$ cat config.mk
export PLATFORM = sky130hd
export DESIGN_NAME = arbitro_enrutamiento_param_flat
export DESIGN_NICKNAME = d
export VERILOG_FILES = /design/src/rtl/arbitro_enrutamiento_param_if.sv /design/src/rtl/arbitro_enrutamiento_param.sv /design/src/flat_wrapper.sv
export SDC_FILE = /design/constraint.sdc
export NUM_CORES = 1
export LEC_CHECK = 0
export CORE_ASPECT_RATIO = 1.2
export CORE_UTILIZATION = 29
export CTS_BUF_LIST = sky130_fd_sc_hd__clkbuf_2
export DETAILED_ROUTE_END_ITERATION = 7
export SETUP_SLACK_MARGIN = 0.05
export SYNTH_ARGS = -nofsm -noshare
export SYNTH_HDL_FRONTEND = slang
export SYNTH_SLANG_ARGS = --single-unit
$ cat constraint.sdc
create_clock -name clk -period 3.1 [get_ports clk]
set_input_delay 0.465 -clock clk [delete_from_list [all_inputs] [get_ports clk]]
set_output_delay 0.465 -clock clk [all_outputs]
set_load 0.05 [all_outputs]
$ cat src/rtl/arbitro_enrutamiento_param_if.sv
// VC-FIFO / destination-FIFO bundle for the arbiter/router.
// master = arbiter side, slave = FIFO side.
interface arbitro_enrutamiento_param_if #(
    parameter int DATA_W   = 6,
    parameter int NUM_VC   = 2,
    parameter int NUM_DEST = 2
);
    logic [NUM_VC*DATA_W-1:0]   vc_data;
    logic [NUM_VC-1:0]          vc_empty;
    logic [NUM_DEST-1:0]        dest_pause;
    logic [NUM_VC-1:0]          vc_pop;
    logic [NUM_DEST*DATA_W-1:0] dest_data;
    logic [NUM_DEST-1:0]        dest_push;
    logic                       err_bad_dest;

    modport master (
        input  vc_data,
        input  vc_empty,
        input  dest_pause,
        output vc_pop,
        output dest_data,
        output dest_push,
        output err_bad_dest
    );

    modport slave (
        output vc_data,
        output vc_empty,
        output dest_pause,
        input  vc_pop,
        input  dest_data,
        input  dest_push,
        input  err_bad_dest
    );
endinterface

$ cat src/rtl/arbitro_enrutamiento_param.sv
// VC-to-destination arbiter/router, strict priority or round robin.
// Optional starvation aging in strict mode: define ARB_AGING_EN.
module arbitro_enrutamiento_param #(
    parameter int DATA_W    = 6,
    parameter int NUM_VC    = 2,
    parameter int NUM_DEST  = 2,
    parameter int DEST_LSB  = 4,
    parameter int RR_MODE   = 0,
    parameter int AGE_LIMIT = 8
) (
    input logic clk,
    input logic reset_L,
    arbitro_enrutamiento_param_if.master bus
);
    localparam int DW = $clog2(NUM_DEST);
    localparam int SW = $clog2(NUM_VC);

    if (DEST_LSB + DW > DATA_W || AGE_LIMIT < 1) begin : g_bad_cfg
        $error("arbitro_enrutamiento_param: bad parameters");
    end

    logic [NUM_VC-1:0]          req;
    logic                       pop_en;
    logic [SW-1:0]              grant;
    logic [SW-1:0]              rr_ptr;
    logic [SW-1:0]              sel_q;
    logic                       v1_q;
    logic [DATA_W-1:0]          word;
    logic [DW-1:0]              d;
    logic                       d_ok;
    logic [NUM_DEST-1:0]        push_q;
    logic [NUM_DEST*DATA_W-1:0] data_q;
    logic                       err_q;
    int                         rot;

    assign req    = ~bus.vc_empty;
    assign pop_en = reset_L && (|req) && !(|bus.dest_pause);

`ifdef ARB_AGING_EN
    localparam int AW = $clog2(AGE_LIMIT + 1);

    logic [AW-1:0] age_q [NUM_VC];
    logic          starve_any;
    logic [SW-1:0] starve_idx;

    always_comb begin
        starve_any = 1'b0;
        starve_idx = '0;
        for (int k = NUM_VC - 1; k >= 0; k--) begin
            if (req[k] && age_q[k] == AW'(AGE_LIMIT)) begin
                starve_any = 1'b1;
                starve_idx = SW'(k);
            end
        end
    end

    // counters only move on cycles where a grant is actually issued
    always_ff @(posedge clk or negedge reset_L) begin
        if (!reset_L) begin
            for (int k = 0; k < NUM_VC; k++) age_q[k] <= '0;
        end else if (pop_en) begin
            for (int k = 0; k < NUM_VC; k++) begin
                if (grant == SW'(k))
                    age_q[k] <= '0;
                else if (req[k] && age_q[k] != AW'(AGE_LIMIT))
                    age_q[k] <= age_q[k] + 1'b1;
            end
        end
    end
`endif

    always_comb begin
        grant = '0;
        rot   = 0;
        if (RR_MODE != 0) begin
            for (int k = NUM_VC - 1; k >= 0; k--) begin
                rot = (int'(rr_ptr) + k) % NUM_VC;
                if (req[rot]) grant = SW'(rot);
            end
        end else begin
            for (int k = NUM_VC - 1; k >= 0; k--) begin
                if (req[k]) grant = SW'(k);
            end
        end
`ifdef ARB_AGING_EN
        if (RR_MODE == 0 && starve_any) grant = starve_idx;
`endif
    end

    assign bus.vc_pop = pop_en ? (NUM_VC'(1) << grant) : '0;

    assign word = bus.vc_data[int'(sel_q) * DATA_W +: DATA_W];
    assign d    = word[DEST_LSB +: DW];
    assign d_ok = ({1'b0, d} < (DW + 1)'(NUM_DEST));

    always_ff @(posedge clk or negedge reset_L) begin
        if (!reset_L) begin
            rr_ptr <= '0;
            sel_q  <= '0;
            v1_q   <= 1'b0;
        end else begin
            v1_q <= pop_en;
            if (pop_en) begin
                sel_q  <= grant;
                rr_ptr <= (grant == SW'(NUM_VC - 1)) ? '0 : grant + 1'b1;
            end
        end
    end

    always_ff @(posedge clk or negedge reset_L) begin
        if (!reset_L) begin
            push_q <= '0;
            data_q <= '0;
            err_q  <= 1'b0;
        end else begin
            push_q <= '0;
            err_q  <= v1_q && !d_ok;
            for (int i = 0; i < NUM_DEST; i++) begin
                if (v1_q && d_ok && d == DW'(i)) begin
                    push_q[i]                  <= 1'b1;
                    data_q[i*DATA_W +: DATA_W] <= word;
                end
            end
        end
    end

    assign bus.dest_push    = push_q;
    assign bus.dest_data    = data_q;
    assign bus.err_bad_dest = err_q;
endmodule
$ cat src/flat_wrapper.sv
// flat-port wrapper written by rule: the top's interface ports become plain ports
module arbitro_enrutamiento_param_flat 
#(
    parameter int DATA_W    = 6,
    parameter int NUM_VC    = 2,
    parameter int NUM_DEST  = 2,
    parameter int DEST_LSB  = 4,
    parameter int RR_MODE   = 0,
    parameter int AGE_LIMIT = 8
)
  (clk, reset_L, bus_vc_data, bus_vc_empty, bus_dest_pause, bus_vc_pop, bus_dest_data, bus_dest_push, bus_err_bad_dest);
  arbitro_enrutamiento_param_if #(.DATA_W(DATA_W), .NUM_VC(NUM_VC), .NUM_DEST(NUM_DEST)) bus_i ();
  input logic clk;
  input logic reset_L;
  input wire logic [$bits(bus_i.vc_data)-1:0] bus_vc_data;
  input wire logic [$bits(bus_i.vc_empty)-1:0] bus_vc_empty;
  input wire logic [$bits(bus_i.dest_pause)-1:0] bus_dest_pause;
  output wire logic [$bits(bus_i.vc_pop)-1:0] bus_vc_pop;
  output wire logic [$bits(bus_i.dest_data)-1:0] bus_dest_data;
  output wire logic [$bits(bus_i.dest_push)-1:0] bus_dest_push;
  output wire logic [$bits(bus_i.err_bad_dest)-1:0] bus_err_bad_dest;
  assign bus_i.vc_data = bus_vc_data;
  assign bus_i.vc_empty = bus_vc_empty;
  assign bus_i.dest_pause = bus_dest_pause;
  assign bus_vc_pop = bus_i.vc_pop;
  assign bus_dest_data = bus_i.dest_data;
  assign bus_dest_push = bus_i.dest_push;
  assign bus_err_bad_dest = bus_i.err_bad_dest;
  arbitro_enrutamiento_param #(.DATA_W(DATA_W), .NUM_VC(NUM_VC), .NUM_DEST(NUM_DEST), .DEST_LSB(DEST_LSB), .RR_MODE(RR_MODE), .AGE_LIMIT(AGE_LIMIT)) u_core (.clk(clk), .reset_L(reset_L), .bus(bus_i));
endmodule
### Placed standard cells, run 1

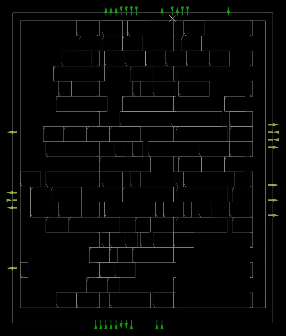
Flops: 16
Fill cells: 219
Core Rows: 19
n_taps: 31
Layout Utilization: 0.476

### Cells colored by class, run 1

Fill, decap, tap and diode cells in gray.
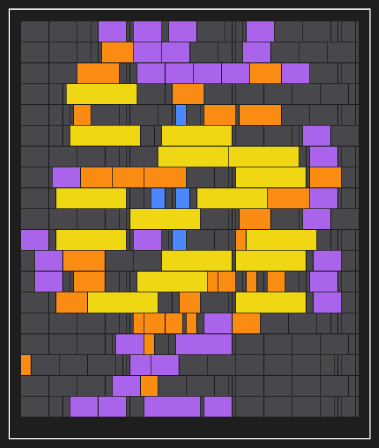
[sequential cells] yellow | cells: 16
[clock drivers and dummy loads] blue | cells: 4
[remaining buffers and delay cells] purple | cells: 34
[remaining logic cells] orange | cells: 30

==> job_summary.md, run 1 <==
## Synthesis and layout report

| Metric | Value |
|---|---|
| Seq cells post-synth | 16 |
| Seq pwr share | 0.387 |
| Layout Skew | 0.00925 ns |
| Hold Path Sink | u_core.bus.dest_data[10] |
| Commonest cells in the netlist | dfrtp_1, mux2_2, mux2_4, inv_1 |
| Max Cap Violations | 0 |
| Cell family with most CP delay | buffers and inverters |
| Reg2reg start | u_core.sel_q |
| Total track usage | 0.124 |
| Post-route DRC | 2 |
| Top cell type's share of synthesized area | 0.571 |
| Synthesized instance count | 49 |
| Met3 global-route usage | 0.0325 |
| Clk ins delay skew pair | 0.26 ns |
| Commonest flop | dfrtp_1 |
| CP Launch Type | input port |
| Final ANT Viol Nets | 0 |
| Adder Share, Synth | 0 |
| Fmax | 463 MHz |
| Total power | 744 µW |
| Arrival time at the worst endpoint | 1.69 ns |
| Mapped Nets | 67 |
| Finished Layout Cells | 115 |
| Basic Gates by Area | 0.0607 |
| Met1 Usage GRT | 0.162 |
| Final setup TNS | 0 ns |
| Post-Place Cells | 111 |
| Failing checks | design-rule violations |
| Post-synth EDFFs | 0 |
| Reg2Reg Depth | 3 |
| Worst hold path class | flop to flop |
| Comb area share | 0.238 |
| Hold_buf cts | 0 |
| Die ar. | 2620 µm² |
| Synth warn | 0 |
| N_diodes | 0 |
| First-pass GRT wire length | 2330 µm |
| CTS resizes | 0 |
| Nets | 103 |
| Max power group | combinational logic |
| Outcome | complete, but fails checks |
| Sw frac | 0.409 |
| Top sig layer | met3 |
### Routed metal, one color a layer, run 1

The bar under the picture is 10 µm long. Only two layers are drawn.
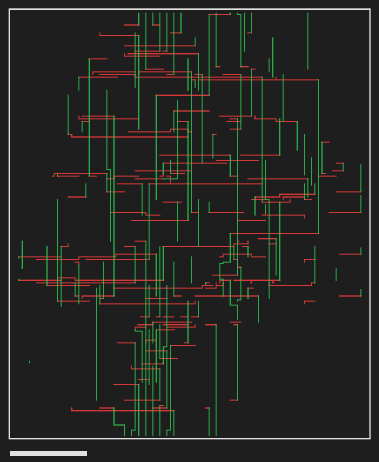
[M2] green | wire length: 728 µm
[M1] red | wire length: 589 µm

==> inputs of run 2 (changes only) <==
==> constraint.sdc (replaced) <==
create_clock -name clk -period 1.8 [get_ports clk]
set_input_delay 0.27 -clock clk [delete_from_list [all_inputs] [get_ports clk]]
set_output_delay 0.27 -clock clk [all_outputs]
set_load 0.05 [all_outputs]
### Routed metal, one color a layer, run 2

The bar under the picture is 10 µm long. Only two layers are drawn.
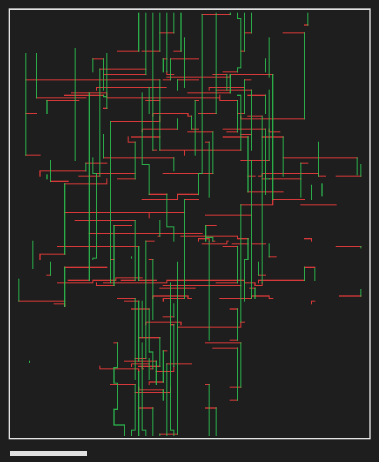
[M2] green | wire length: 776 µm
[M1] red | wire length: 599 µm

### Cells colored by class, run 2

Fill, decap, tap and diode cells in gray.
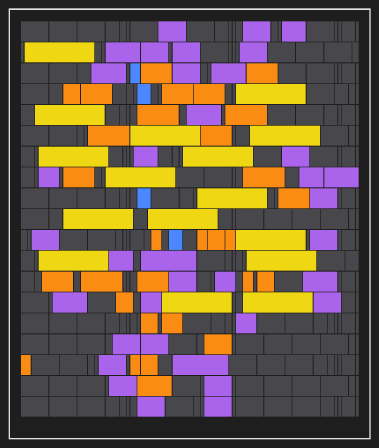
[clock drivers and dummy loads] blue | cells: 4
[remaining buffers and delay cells] purple | cells: 36
[sequential cells] yellow | cells: 16
[remaining logic cells] orange | cells: 30

==> job_summary.md, run 2 <==
## Synthesis and layout report

| Metric | Value |
|---|---|
| Cell family with most CP delay | buffers and inverters (unchanged) |
| Post-synth EDFFs | 0 (unchanged) |
| Arrival time at the worst endpoint | 1.42 ns (was 1.69 ns) |
| Clk ins delay skew pair | 0.28 ns (was 0.26 ns) |
| Worst hold path class | input port to asynchronous set/reset pin (was flop to flop) |
| Seq cells post-synth | 16 (unchanged) |
| Outcome | complete, but fails checks (unchanged) |
| Mapped Nets | 67 (unchanged) |
| Hold_buf cts | 0 (unchanged) |
| Layout Skew | 0.00273 ns (was 0.00925 ns) |
| Reg2reg start | u_core.sel_q (unchanged) |
| Layout Utilization | 0.490 (was 0.476) |
| Final ANT Viol Nets | 0 (unchanged) |
| Core Rows | 19 (unchanged) |
| Die ar. | 2620 µm² (unchanged) |
| Finished Layout Cells | 117 (was 115) |
| Max stage delay on crit path | 0.79 ns (was 0.42 ns) |
| Synthesized instance count | 49 (unchanged) |
| Top sig layer | met3 (unchanged) |
| Met1 Usage GRT | 0.150 (was 0.162) |
| Commonest flop | dfrtp_1 (unchanged) |
| Fill cells | 225 (was 219) |
| Synth warn | 0 (unchanged) |
| Basic Gates by Area | 0.0607 (unchanged) |
| First-pass GRT wire length | 2530 µm (was 2330 µm) |
| Max Cap Violations | 0 (unchanged) |
| N_diodes | 0 (unchanged) |
| Reg2Reg Depth | 4 (was 3) |
| Nets | 105 (was 103) |
| Adder Share, Synth | 0 (unchanged) |
| Sw frac | 0.422 (was 0.409) |
| Final setup TNS | 0 ns (unchanged) |
| Flops | 16 (unchanged) |
| Die W | 46.9 µm (unchanged) |
| Place WS | 0.0407 ns (was 0.940 ns) |
| Seq pwr share | 0.379 (was 0.387) |
| Comb area share | 0.238 (about the same) |
| Met3 global-route usage | 0.0357 (was 0.0325) |
| Max power group | combinational logic (unchanged) |
| CTS resizes | 5 (was 0) |
| Total power | 1270 µW (was 744 µW) |
| Commonest cells in the netlist | dfrtp_1, mux2_2, mux2_4, inv_1 (unchanged) |
| Post-route DRC | 2 (unchanged) |
| Post-Place Cells | 113 (was 111) |
| Failing checks | design-rule violations (unchanged) |
| Area growth syn-to-layout | 59.6% (was 55.0%) |
==> inputs of run 3 (changes only) <==
--- a/config.mk
+++ b/config.mk
@@ -5,11 +5,12 @@
 export SDC_FILE = /design/constraint.sdc
 export NUM_CORES = 1
 export LEC_CHECK = 0
-export CORE_ASPECT_RATIO = 1.2
+export CORE_ASPECT_RATIO = 1.1
 export CORE_UTILIZATION = 29
 export CTS_BUF_LIST = sky130_fd_sc_hd__clkbuf_2
 export DETAILED_ROUTE_END_ITERATION = 7
 export SETUP_SLACK_MARGIN = 0.05
+export SLEW_MARGIN = 20
 export SYNTH_ARGS = -nofsm -noshare
 export SYNTH_HDL_FRONTEND = slang
 export SYNTH_SLANG_ARGS = --single-unit
==> job_summary.md, run 3 <==
## Synthesis and layout report

| Metric | Value |
|---|---|
| CP Launch Type | input port (was flop) |
| Cell family with most CP delay | buffers and inverters (unchanged) |
| Post-Place Cells | 113 (unchanged) |
| Place WS | 0.0469 ns (was 0.0407 ns) |
| Outcome | completed (was complete, but fails checks) |
| Critical-path cell list | clkdlybuf4s50_1, a211oi_2, nand2_1, nor2_2, buf_12 (was clkdlybuf4s50_1) |
| Basic Gates by Area | 0.0607 (unchanged) |
| Finished Layout Cells | 117 (unchanged) |
| CTS resizes | 2 (was 5) |
| Worst hold path class | input port to asynchronous set/reset pin (unchanged) |
| Met1 Usage GRT | 0.153 (was 0.150) |
| Max stage delay on crit path | 0.44 ns (was 0.79 ns) |
| Arrival time at the worst endpoint | 1.45 ns (was 1.42 ns) |
| Clk ins delay skew pair | 0.27 ns (was 0.28 ns) |
| Commonest cells in the netlist | dfrtp_1, mux2_2, mux2_4, inv_1 (unchanged) |
| Post-route DRC | 0 (was 2) |
| Max power group | combinational logic (unchanged) |
| N_taps | 30 (was 31) |
| Synth warn | 0 (unchanged) |
| Synthesized instance count | 49 (unchanged) |
| Mapped Nets | 67 (unchanged) |
| Fill cells | 204 (was 225) |
| Adder Share, Synth | 0 (unchanged) |
| Seq cells post-synth | 16 (unchanged) |
| Max Cap Violations | 0 (unchanged) |
| Reg2Reg Depth | 4 (unchanged) |
| First-pass GRT wire length | 2340 µm (was 2530 µm) |
| N_diodes | 0 (unchanged) |
| Die ar. | 2620 µm² (about the same) |
| Nets | 106 (was 105) |
| Comb area share | 0.234 (was 0.238) |
| Total track usage | 0.127 (was 0.136) |
| Post-synth EDFFs | 0 (unchanged) |
| Fmax | 581 MHz (was 593 MHz) |
| Reg2reg start | u_core.sel_q (unchanged) |
| Sw frac | 0.417 (was 0.422) |
| Total power | 1290 µW (was 1270 µW) |
| Final setup TNS | 0 ns (unchanged) |
| Top sig layer | met4 (was met3) |
| Area growth syn-to-layout | 62.9% (was 59.6%) |
| Final ANT Viol Nets | 0 (unchanged) |
| Seq pwr share | 0.375 (was 0.379) |
| Hold_buf cts | 0 (unchanged) |
### Cells colored by class, run 3

Fill, decap, tap and diode cells in gray.
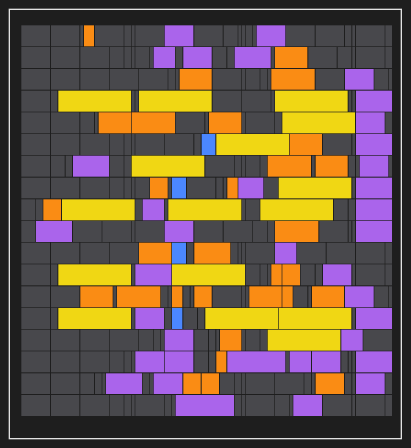
design area: 1140 µm²
Core Rows: 18
Layout Utilization: 0.502

### Signal metal coverage by tile, run 3

The bar under the picture is 10 µm long. The die is cut into 10 by 11 equal tiles; black is low, pale yellow is high, scaled to the fullest tile. Values are wire area over tile area, all layers added.
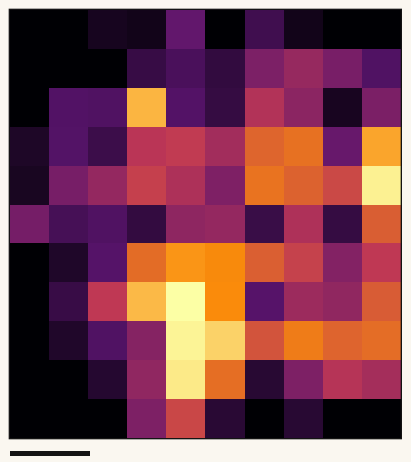
densest ninth of the die: south
nearly empty tiles: 18%
tiles over half the peak: 28%
fullest tile: 0.28

No activity file was given, so power comes from the tool's default toggle rates.
